<file path="src/rtl/driver_hex_multi_if.sv">
// rtl/driver_hex_multi_if.sv - control and display signal bundle for the multi-digit hex driver
interface driver_hex_multi_if #(
    parameter int NUM_DIGITS = 4
);
    logic                      load;
    logic [4*NUM_DIGITS-1:0]   value;
    logic                      blankZeros;
    logic [NUM_DIGITS-1:0]     blinkMask;
    logic [7*NUM_DIGITS-1:0]   segs;
    logic                      blinkPhase;

    // Control side: issues loads and display options, observes the pins
    modport master (
        output load,
        output value,
        output blankZeros,
        output blinkMask,
        input  segs,
        input  blinkPhase
    );

    // Driver side: consumes controls, drives the segment pins
    modport slave (
        input  load,
        input  value,
        input  blankZeros,
        input  blinkMask,
        output segs,
        output blinkPhase
    );
endinterface

</file>
<file path="src/rtl/driver_hex_multi.sv">
// rtl/driver_hex_multi.sv - registered multi-digit seven-segment driver with zero suppression and blink
module driver_hex_multi #(
    parameter int NUM_DIGITS = 4,
    parameter int BLINK_DIV  = 25000000
) (
    input  logic               clk,
    input  logic               reset,
    driver_hex_multi_if.slave  bus
);
    localparam int CW = (BLINK_DIV > 1) ? $clog2(BLINK_DIV) : 1;
    localparam logic [CW-1:0] CNT_LAST = CW'(BLINK_DIV - 1);
    localparam logic [6:0]    SEG_BLANK = 7'b1111111;

    logic [4*NUM_DIGITS-1:0] value_reg;
    logic [CW-1:0]           blink_cnt;
    logic                    blink_phase;
    logic [7*NUM_DIGITS-1:0] segs_reg;
    logic [7*NUM_DIGITS-1:0] segs_next;
    logic [NUM_DIGITS-1:0]   lz_blank;

    // Nibble to active-low {g,f,e,d,c,b,a}; C is always the uppercase glyph
    function automatic logic [6:0] hex_to_seg(input logic [3:0] nib);
        logic [6:0] s;
        case (nib)
            4'h0:    s = 7'b1000000;
            4'h1:    s = 7'b1111001;
            4'h2:    s = 7'b0100100;
            4'h3:    s = 7'b0110000;
            4'h4:    s = 7'b0011001;
            4'h5:    s = 7'b0010010;
            4'h6:    s = 7'b0000010;
            4'h7:    s = 7'b1111000;
            4'h8:    s = 7'b0000000;
            4'h9:    s = 7'b0011000;
            4'hA:    s = 7'b0001000;
            4'hB:    s = 7'b0000011;
            4'hC:    s = 7'b1000110;
            4'hD:    s = 7'b0100001;
            4'hE:    s = 7'b0000110;
            default: s = 7'b0001110;
        endcase
        return s;
    endfunction

    // Display register and blink divider; a load restarts the blink so new data shows at once
    always_ff @(posedge clk) begin
        if (reset) begin
            value_reg   <= '0;
            blink_cnt   <= '0;
            blink_phase <= 1'b1;
        end else if (bus.load) begin
            value_reg   <= bus.value;
            blink_cnt   <= '0;
            blink_phase <= 1'b1;
        end else if (blink_cnt == CNT_LAST) begin
            blink_cnt   <= '0;
            blink_phase <= ~blink_phase;
        end else begin
            blink_cnt   <= blink_cnt + 1'b1;
        end
    end

    // Leading-zero scan from the top digit down; digit 0 always shows
    always_comb begin
        logic seen_nonzero;
        lz_blank     = '0;
        seen_nonzero = 1'b0;
        for (int i = NUM_DIGITS - 1; i >= 1; i--) begin
            if (bus.blankZeros && !seen_nonzero && (value_reg[4*i +: 4] == 4'h0)) begin
                lz_blank[i] = 1'b1;
            end else begin
                seen_nonzero = 1'b1;
            end
        end
    end

    // Per-digit glyph selection: blank when suppressed or in the off half of a blink
    always_comb begin
        segs_next = '1;
        for (int i = 0; i < NUM_DIGITS; i++) begin
            if (lz_blank[i] || (bus.blinkMask[i] && !blink_phase)) begin
                segs_next[7*i +: 7] = SEG_BLANK;
            end else begin
                segs_next[7*i +: 7] = hex_to_seg(value_reg[4*i +: 4]);
            end
        end
    end

    // Registered segment outputs; reset blanks every digit
    always_ff @(posedge clk) begin
        if (reset) begin
            segs_reg <= '1;
        end else begin
            segs_reg <= segs_next;
        end
    end

    assign bus.segs       = segs_reg;
    assign bus.blinkPhase = blink_phase;

endmodule

</file>
<file path="src/flat_wrapper.sv">
// flat-port wrapper written by rule: the top's interface ports become plain ports
module driver_hex_multi_flat 
#(
    parameter int NUM_DIGITS = 4,
    parameter int BLINK_DIV  = 25000000
)
  (clk, reset, bus_load, bus_value, bus_blankZeros, bus_blinkMask, bus_segs, bus_blinkPhase);
  driver_hex_multi_if #(.NUM_DIGITS(NUM_DIGITS)) bus_i ();
  input  logic clk;
  input  logic reset;
  input wire logic [$bits(bus_i.load)-1:0] bus_load;
  input wire logic [$bits(bus_i.value)-1:0] bus_value;
  input wire logic [$bits(bus_i.blankZeros)-1:0] bus_blankZeros;
  input wire logic [$bits(bus_i.blinkMask)-1:0] bus_blinkMask;
  output wire logic [$bits(bus_i.segs)-1:0] bus_segs;
  output wire logic [$bits(bus_i.blinkPhase)-1:0] bus_blinkPhase;
  assign bus_i.load = bus_load;
  assign bus_i.value = bus_value;
  assign bus_i.blankZeros = bus_blankZeros;
  assign bus_i.blinkMask = bus_blinkMask;
  assign bus_segs = bus_i.segs;
  assign bus_blinkPhase = bus_i.blinkPhase;
  driver_hex_multi #(.NUM_DIGITS(NUM_DIGITS), .BLINK_DIV(BLINK_DIV)) u_core (.clk(clk), .reset(reset), .bus(bus_i));
endmodule
</file>
<file path="config.mk">
export PLATFORM = sky130hd
export DESIGN_NAME = driver_hex_multi_flat
export DESIGN_NICKNAME = d
export VERILOG_FILES = /design/src/rtl/driver_hex_multi_if.sv /design/src/rtl/driver_hex_multi.sv /design/src/flat_wrapper.sv
export SDC_FILE = /design/constraint.sdc
export NUM_CORES = 1
export LEC_CHECK = 0
export CELL_PAD_IN_SITES_DETAIL_PLACEMENT = 1
export CELL_PAD_IN_SITES_GLOBAL_PLACEMENT = 1
export CORE_ASPECT_RATIO = 0.9
export CORE_MARGIN = 2
export CORE_UTILIZATION = 40
export CTS_CLUSTER_SIZE = 30
export DETAILED_ROUTE_END_ITERATION = 16
export GPL_TIMING_DRIVEN = 0
export MAX_ROUTING_LAYER = met4
export PLACE_DENSITY = 0.9
export SLEW_MARGIN = 5
export SYNTH_ARGS = -nofsm -noshare
export SYNTH_HDL_FRONTEND = slang
export SYNTH_SLANG_ARGS = --single-unit
export TNS_END_PERCENT = 30
</file>
<file path="constraint.sdc">
create_clock -name clk -period 2.15 [get_ports clk]
set_input_delay 0.215 -clock clk [delete_from_list [all_inputs] [get_ports clk]]
set_output_delay 0.215 -clock clk [all_outputs]
set_load 0.01 [all_outputs]
</file>
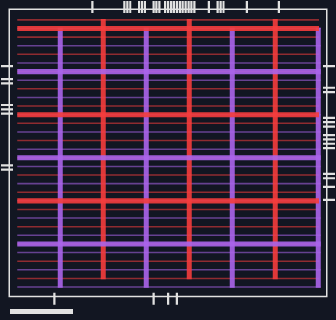
Fig. 1. Supply network (run 1).
Bar = 20 um. Pins as bars on the die edge.
| net | colour |
|---|---|
| VSS | purple |
| VDD | red |
met4 straps: 7
rows: 31
met5 straps: 6
signal pins: 53
die width: 99.7 um
Core Area: 8030 sq um
VDD IR-drop max: 445 uV
Die Y-Extent: 90.2 um

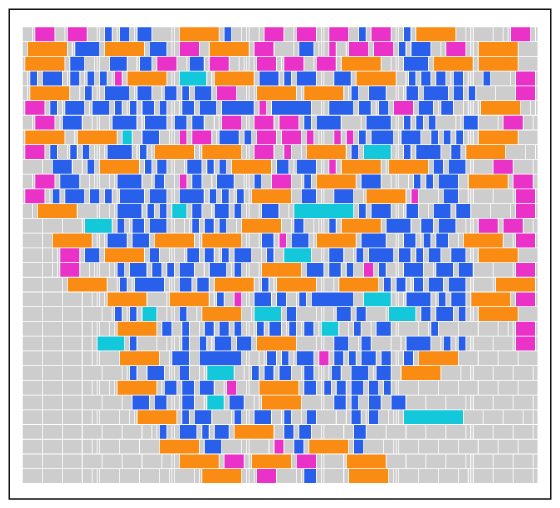
Fig. 2. Placement by cell class (run 1).
Fill, decap, tap and diode cells in grey.
| class | colour | cells | share of their area |
|---|---|---|---|
| registers | orange | 70 | 34% |
| remaining buffers and delay cells | magenta | 68 | 14% |
| remaining logic cells | blue | 287 | 46% |
| clock drivers and dummy loads | cyan | 16 | 5.4% |
sequential share of cell area: 0.334
row count: 31

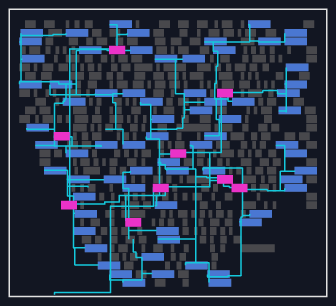
Fig. 3. Clock network drawn from the DEF (run 1).
[clock-net drivers] magenta | count: 9
[flip-flops] blue | count: 70
[clock wires] cyan | length: 1,000 um
flops lie: all over the die
Final Skew: 12.9 ps
clock power share: 0.396
Clk power: 1.21 mW

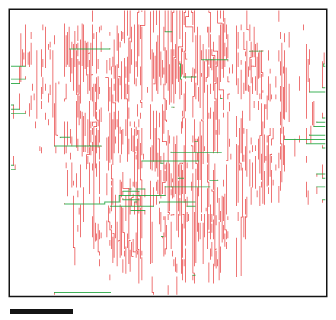
Fig. 4. Wiring by layer (run 1).
Bar = 20 um. Two of the layers only.
| layer | colour | wire length |
|---|---|---|
| M3 | green | 271 um |
| M2 | red | 4,810 um |
final WL: 9310 um
Wirelength per Cell: 17.2 um
GRT Overall Usage: 0.219
DR vias: 2,971

[run 1: routing by layer]
| metal | global-route usage | vias up |
|---|---|---|
| met1 | 0.253 | 1436 |
| met2 | 0.372 | 64 |
| met5 | - | - |
| met4 | 0.0925 | 0 |
| met3 | 0.0397 | 24 |
| li1 | - | 1447 |
[run 1: layout make-up]
cell class	instances	area, sq um
sequential	70	1400
clock buffer	9	124
multi-input combinational	268	1800
fill	950	3830
tap	99	124
buffer	17	68.8
clock inverter	7	97.6
inverter	19	71.3
timing repair buffer	51	510
[run 1: layout by cell type (no fill, tap or decap), drive strengths merged, types with 14 or more instances in the layout]
master / instances
dfxtp: 70
clkdlybuf4s50: 51
nor2: 48
nand2: 32
clkbuf: 25
inv: 20
mux2i: 18
ha: 18
o21ai: 16
o311ai: 16
a21oi: 14
[run 1: worst max-delay path, delay by kind of cell, from the launching register on]
family          cells  cell delay, ps
buf+inv             1             170
simple gates        3            1260
flops               1             410
compound gates      1             170
[run 1: how the worst max path moves through the flow]
stage,endpoint,slack [ps]
final,u_core.blink_cnt[23],60
after global routing,u_core.blink_cnt[23],-40
after CTS,u_core.bus.segs[14],10
after detailed placement,u_core.bus.segs[14],-410
after global placement,u_core.bus.segs[17],-160
after floorplan,u_core.blink_cnt[22],280
[run 1: repair_timing]
action	in CTS	in global routing
setup buffers	0	0
endpoints found under the setup margin	28	25
gates resized	6	7
pin swaps	0	2
hold buffers	0	0
[run 1: per-stage QoR]
step / power [mW] / instance area, sq um / setup WS [ps] / util
after floorplan: 1.65 / 3300 / 279 / -
after global routing: 3.19 / 4200 / -43.6 / 0.523
after global placement: 1.84 / 3930 / -158 / 0.490
after CTS: 3.09 / 4190 / 12.1 / 0.522
final: 3.07 / 4200 / 63.5 / 0.523
after detailed placement: 1.87 / 3930 / -414 / 0.490
==> results.txt, run 1 <==
run metrics: P&R area growth vs syn=27.3%, top sig layer=met4, Cell Area, Synth=about 3300 sq um, gp weighted congestion=about 0.84, Top pwr grp=registers, Worst-Skew Late Latency=360 ps, largest net degree at the start of global routing=14, Clock Tree Root=clkbuf_8, yosys simple share=0.220, leakage=between 1.5 and 2 nW, Top non-seq family=simple AND/OR/NAND/NOR gates, hold_sp=bus_load, H-Tree Depth=3, Hold Crit Endpoint=u_core.value_reg[5], reg2reg setup slack=approximately 64 ps, first drt pass iteration count=4, Synth Net Count=about 420, Max Root-Sink Buffers=2, area share, top type=0.425, Unique cell types=38, Setup Crit Path Kind=flop to flop, Slew HR=0.502, first-pass GRT wire length=around 15,000 um, Detail Route met3 WL=270 um, final worst path period share=0.970, ys async rst share=0, Flop pwr share=0.459, total sequential power=roughly 1.4 mW, post-DR vias/cell=between 5 and 6, hold path depth=3, vias in the first global route=3,188, Least-Margin Pin Slew=748 ps, Starting Density=0.411, critical path peak fanout=7, Max Slew Vio Count=0, comb pwr=roughly 0.45 mW, status=completed, top cells by count=dfxtp_1 (70), nor2_1 (48), nand2_1 (32), largest area contributor in the netlist=dfxtp_1, Sw Share=0.268, chip area=8990 sq um, Largest register FFs=28, Final Hold Fails=0, Post-Synth Adder-Cell Area=0.0683, final net count=approximately 480, combinational group share of total power=0.145, most frequent cell after synthesis=dfxtp_1, hpwl dp=around 6500 um, worst path arrival time=about 2400 ps, DRC=0, Top cells by area=dfxtp_1 (42%), ha_1 (6.8%), mux2i_1 (5.5%), nor2_1 (5.5%), o311ai_0 (4.2%), drt first-iter violations=116, final hold slack=between 400 and 500 ps, synthesis warning total=0, Layout Cells excl Fill=between 500 and 600, initial antenna violation count=0, total CTS buffers=9, Main synth FF type=dfxtp_1, sw power=slightly above 0.8 mW, met1 WL=3990 um, Placed Cells=524, OpenROAD warning count=about 40, TNS Setup=0 ps, ys cells=~370, syn_area_per_cell=8.82 sq um, Worst path max stage delay=560 ps, Final setup viols=0, reg2reg path depth=5, Compound Share, Synth=0.146, grt total ovfl=0, synthesis area per yosys=between 3000 and 4000 sq um, crit path launch=u_core.blink_cnt[2], reg-to-reg critical path endpoint=u_core.blink_cnt[23], r2r startpoint=u_core.blink_cnt[2], Post-synth EDFFs=0, Power Dens Cells=between 700 and 800 nW/um^2, IO buf count=between 50 and 60, post-synthesis instance total=between 300 and 400, post-synthesis sequential area ratio=0.425, share of cells above drive strength 1=0.0726, Required @ worst endpoint=between 2000 and 2500 ps, critical path's slowest cell=or4_1, RSZ-0062 raised after global routing=true, Fmax achieved=approximately 480 MHz, Synth Register Bits=70, Internal=2.25 mW, Sink Count=around 70, Max Cap Violations=0, Synth mux share=0.0614, CTS tree=yes, clk slew on worst S/H paths=roughly 80 ps, WL met2=about 4800 um, Tmin final=~2100 ps, ANT nets after route=0, startpoint type of the worst setup path=flop, CP Capture Type=flop, IO Count=53, crit-path cells=nand3_1, or4_1, clkbuf_2, or3_1, a21oi_1, xor-xnor portion of the synthesized cell area=0.0372, worst min path class=input pin to flop, ANT cells=0
==> inputs of run 2 (changes only) <==
- ABC_AREA: default -> 1
- CORE_UTILIZATION: 40 -> 39
- PLACE_DENSITY: 0.9 -> 0.91
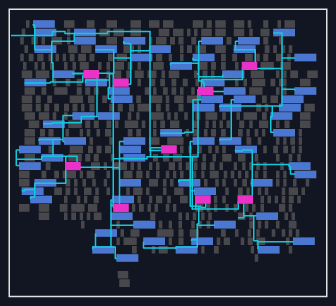
Fig. 5. Clock network drawn from the DEF (run 2).
Final Skew: 10.3 ps
Clk power: 0.960 mW
Worst-Skew Late Latency: 360 ps
clock power share: 0.336

==> run 2 against run 1 <==
Against the previous run: sequential share of layout area decreased by 0.58 points; maximum frequency increased by 22%; critical path depth increased by 1; critical endpoint is now u_core.bus.segs[15].
==> results.txt, run 2 <==
run metrics: status=completed, crit path to=u_core.bus.segs[15], post-CTS sizing=0 (-6), largest area contributor in the netlist=dfxtp_1, Tmin final=1710 ps (-377 ps), Post-synth EDFFs=0 (unchanged), Max Cap Violations=0 (unchanged), Hold Buf Count CTS=0 (unchanged), reg2reg path depth=6 (+1), first drt pass iteration count=4 (unchanged), Synth Register Bits=70 (unchanged), Finished Core Util=0.499 (-0.0243), post-DR vias/cell=5.12 (-6.9%), Required @ worst endpoint=2340 ps (-90 ps), Least-Margin Pin Slew=612 ps (-136 ps), startpoint type of the worst setup path=flop, ys cells=472 (+26%), layout filler cell count=1,124 (+18%), DRC=0 (unchanged), Setup Crit Path Kind=flop to flop, met1 WL=4260 um (+6.6%), total CTS buffers=9 (unchanged), synthesis warning total=0 (unchanged), top sig layer=met4, initial antenna violation count=0 (unchanged), drt first-iter violations=108 (-6.9%), post-synthesis instance total=472 (+26%), Synth Net Count=514 (+24%), WL met2=5080 um (+5.8%), worst path arrival time=1900 ps (-470 ps), Post-CTS Setup Bufs=0 (unchanged), largest net degree at the start of global routing=13 (-1), Fmax achieved=585 MHz (+22%), IO buf count=52 (+2.0%), row count=32 (+3.2%), Die Y-Extent=93.0 um (+3.1%), P&R area growth vs syn=24.6%, final net count=577 (+21%), Top Layout Cells=nand2_1 (115), dfxtp_1 (70), nor2_1 (60), syn_area_per_cell=7.27 sq um (-18%), combinational gate area=1780 sq um (-1.4%), ANT cells=0 (unchanged), Layout Cells excl Fill=659 (+22%), gp weighted congestion=0.892 (+5.8%), Final Hold Fails=0 (unchanged), Slew HR=0.592 (+0.0904), grt total ovfl=0 (unchanged), met1 usage=0.267 (+0.0138), Top cells by area=dfxtp_1 (41%), nand2_1 (13%), ha_1 (6.6%), nor2_1 (6.6%), inv_1 (5.3%), Final setup viols=0 (unchanged), vias in the first global route=3,581 (+12%), share of cells above drive strength 1=0.0611 (-0.0115), crit path launch=u_core.value_reg[12], Max Root-Sink Buffers=2 (unchanged), CTS tree=yes, leakage=1.58 nW (+3.5%), synthesis area per yosys=3430 sq um (+4.0%), reg2reg setup slack=440 ps (+380 ps), DR vias=3,377 (+14%), Cell Area, Synth=3430 sq um (+4.0%), critical path peak fanout=7 (unchanged), Sink Count=70 (unchanged), final worst path period share=0.795 (-0.175), TNS Setup=0 ps (unchanged), clk slew on worst S/H paths=80 ps (about the same), Seq. cell area=1400 sq um (unchanged), Core Area=8570 sq um (+6.7%), Power Dens Cells=668 nW/um^2 (-8.6%), VDD IR-drop max=426 uV (-4.3%), reg-to-reg critical path endpoint=u_core.bus.segs[15], Max Slew Vio Count=0 (unchanged), Tot Pwr=2.86 mW (-7.0%), Commonest Layout Cell=nand2_1, RSZ-0062 raised after global routing=false, Clock Tree Root=clkbuf_8, top cells by count=nand2_1 (115), dfxtp_1 (70), nor2_1 (60), die width=103 um (+3.1%)
[run 2: cell families (layout without fill, tap and decap cells)]
group / Yosys count / in the layout / share of synthesized area
AND-OR/OR-AND: 95 / 95 / 0.163
XOR/XNOR: 10 / 10 / 0.0255
adder cells (fa/ha/maj): 18 / 18 / 0.0656
buffers and inverters: 60 / 128 / 0.0729
flip-flops: 70 / 70 / 0.408
AND/OR/NAND/NOR: 219 / 219 / 0.264
[run 2: layout make-up]
class                      instances  share of cell area
sequential                        70               0.328
multi-input combinational        342               0.416
timing repair buffer              52               0.122
buffer                            12              0.0164
tap                              119              0.0348
inverter                          48              0.0421
clock buffer                      10              0.0322
clock inverter                     6             0.00878
[run 2: worst min path at each step]
stage	from	endpoint	slack [ps]	cells after the start
floorplan	reset	u_core.bus.blinkPhase	370	2
global placement	u_core.blink_cnt[0]	u_core.blink_cnt[0]	430	1
detailed placement	u_core.blink_cnt[0]	u_core.blink_cnt[0]	450	1
CTS	u_core.blink_cnt[0]	u_core.blink_cnt[0]	460	1
global route	u_core.blink_cnt[0]	u_core.blink_cnt[0]	490	1
finish	u_core.blink_cnt[0]	u_core.blink_cnt[0]	450	1
[run 2: critical path: stages (launching register included)]
cell and delay [ps]:
dfxtp_1 430, inv_1 130, ha_1 280, nand3_1 160
nor2_2 70, nor2_2 230, o311ai_0 250
[run 2: through the flow]
step	setup WS [ps]	hold slack [ps]	instance area (sq um)
after floorplan	807	366	3430
after global placement	433	428	4100
after detailed placement	364	445	4100
after CTS	445	456	4280
after global routing	283	488	4280
final	440	454	4280
[run 2: where the power goes]
part | internal [mW] | total [mW] | switching [mW]
sequential | 1.38 | 1.42 | 0.0415
clock | 0.443 | 0.960 | 0.517
combinational | 0.225 | 0.478 | 0.253
No activity file was given, so power comes from the tool's default toggle rates.
